Design branch_pc_ctrl, sky130hd; sources not shown.
**M2 wires**

Scale bar: 50 um.
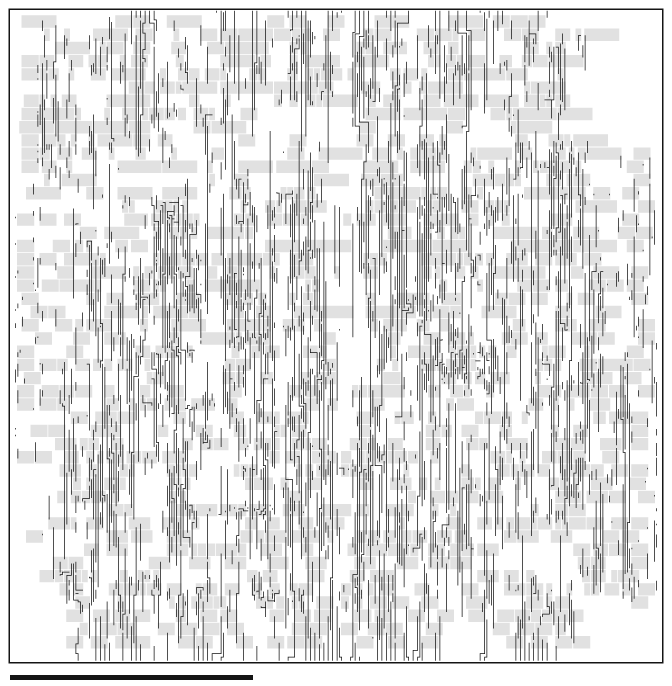
nets with wire on the layer	996
longest straight run	53.0 um
main direction	vertical
share of all routed wire	43%
met2 Usage GRT: 38.5%
total number of vias: 7202
Routed WL: 22700 um

**Cells by drive strength**

Scale bar: 50 um.
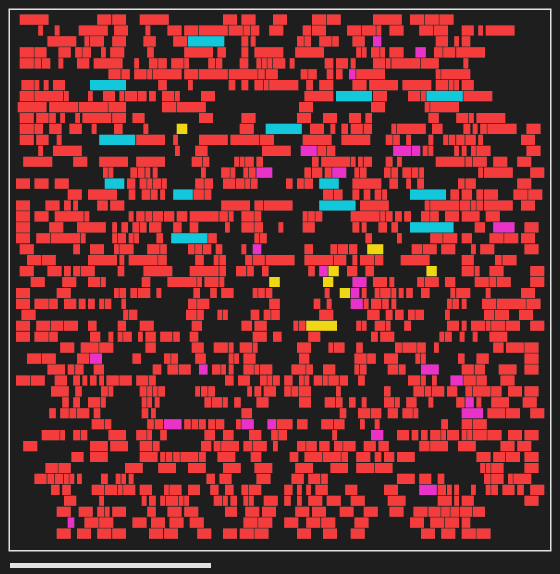
color	size	cells	share	most used
magenta	x2	26	2.5%	or2_2
yellow	x3 and x4	8	0.76%	buf_4
cyan	x6 and larger	13	1.2%	clkbuf_16
red	x1 and smaller	1007	96%	clkdlybuf4s50_1
Design Area, Final: 8780 um^2
Non-clk bufs: 210
Syn-to-layout area delta: 39.4%

**M1 wires**

Scale bar: 50 um. Supply wires on this layer in gray.
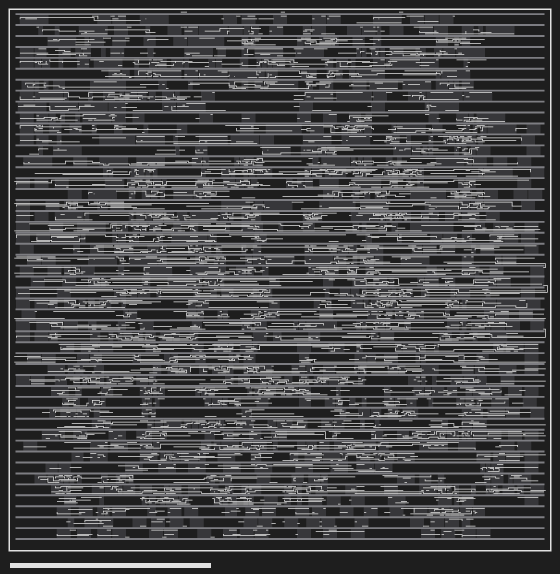
wire length on this layer	10900 um
nets with wire on the layer	1049
share of all routed wire	48%
met1 Resource Use GR: 36.0%

**Routing congestion map**

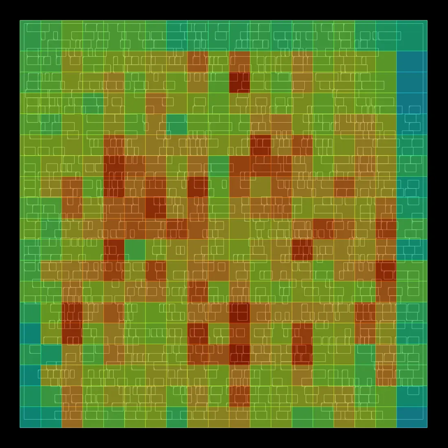
final core utilization: 51.1%
gr usage total: 25.1%
met3 Use GR: 5.37%
GR peak layer: met2
DR WL/cell: 17.8 um

**Close-up of the layout**

Scale bar: 10 um. Region (47, 20) to (87, 60) um. Cells in gray, sequential cells in the stronger gray; small squares are vias.
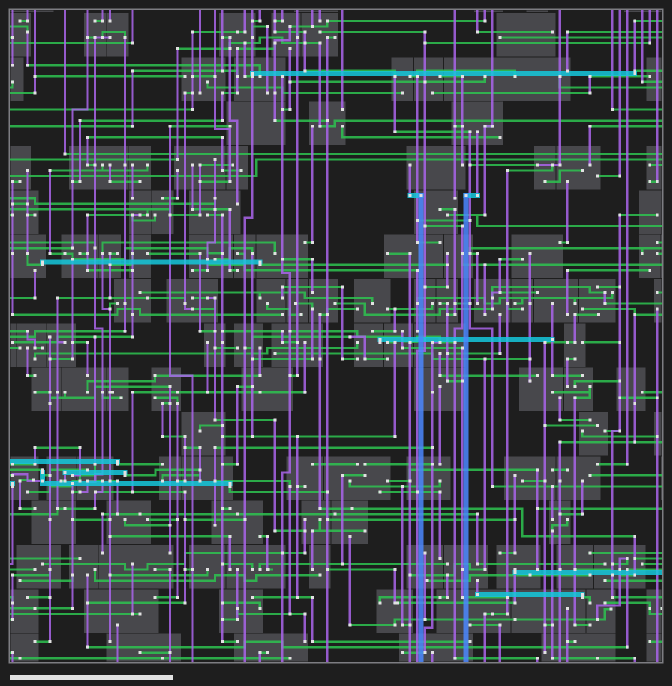
color	layer
green	M1
cyan	M3
purple	M2
blue	M4
cells with their middle in the window	110
most frequent	nand2_1 (14), a21oi_1 (14), ha_1 (8)
sequential cells in the window	0

==> impl_metrics.ini <==
; physical design summary
[outcome]
status = completed

[sta]
finalHoldViolations = 0
rsz0062_at_grt = no
timing.fmax_mhz = 147
setup_viol = 0
relSlewSlack_pct = 37.4
drv_slew = 0
setup_tns_ps = 0
setup_ws_ps = 1580

[final_layout]
comb_share_pct = 53.5
comb_area_um2 = 4700
largestClassByArea = multi-input combinational cells
inverters = 24
seq_area_share_pct = 15.0
nets = 1191
buf_share_pct = 23.7
largest_reg_flops = 32
lay_top_cells = clkdlybuf4s50_1, nand2_1, nor2_1
ff_count = 66
clkbuf_count = 13
multi_input_comb_cells = 739

[yosys]
synth.avg_cell_area_um2 = 7.24
yosys-top-cells-area = dfxtp_1, ha_1, xor2_1
synthAoiAreaFrac_pct = 26.7
synth_chip_area_um2 = 6300
synthesis.nets = 1011
syn_area_um2 = 6300
ys_types = 77
synth.cellmix.simpleShare_pct = 29.0
yosys_cells = 870
ys.flops = 66
top_cells_by_count = nand2_1, nor2_1, a21oi_1, dfxtp_1, o21ai_0
edf_count = 0
async_flop_share_pct = 0
synth_seq_share_pct = 21.0
synth.yosys.warnings = 0
synth_top_area_share_pct = 21.0
ff_type = dfxtp_1
mux_share_pct = 0.635
ys_sh_xor_pct = 10.4
synth_cells = 870
ys_sh_adder_pct = 7.86

[drt]
top_layer = met4
drtIter0Drc = 648
viasPerCell = 5.63
drtPass1Iterations = 5
ant_nets = 0
drc_errors = 0
dr_wl_met3_um = 1640

[pwr]
seqPwrFrac_pct = 31.4
power.leakage_nw = 3.24
power-top-group = the clock network
irDropWorstVdd_uv = 103
power_combinational_mw = 0.315
power.switching_mw = 0.307
p_per_area_nw_per_um2 = 116
power.clock.fraction_pct = 37.8
pg_seq_mw = 0.320
combPwrFrac_pct = 30.9
p_int_mw = 0.713
total_power_mw = 1.02

[floorplan]
die_height_um = 134
fp_util_pct = 36.7
ios = 205
num_rows = 48
num_tap_cells = 225
core_um2 = 17200

[worst_setup_path]
arrival_ps = 5140
crit_buf_inv = 2
critPathMaxFanout = 27
cp.required_ps = 6720
end_kind = primary output
cp_cell_sequence = clkdlybuf4s50_1 > nor4_4 > a21o_1 > a221o_1 > and2_1 > nor2_4 > nand2_1 > nor3_1 > clkdlybuf4s50_1
crit_path_start_kind = primary input
crit_cells = 9
crit_type = in2out

[clock_network]
path_clk_slew_ps = 50
root_buffer = clkbuf_16
clock-sinks = 66
cts_buffers = 9
htree_levels = 3

[global_route]
antenna_found_initial = 0
grt_max_degree = 51
grt_pass1_wl_um = 35700

[run]
warnings = 31

[place]
dpl_cell_area_um2 = 8480
gp_congestion = 0.887
Power figures rest on the tool's default switching activity, not on a simulated workload.
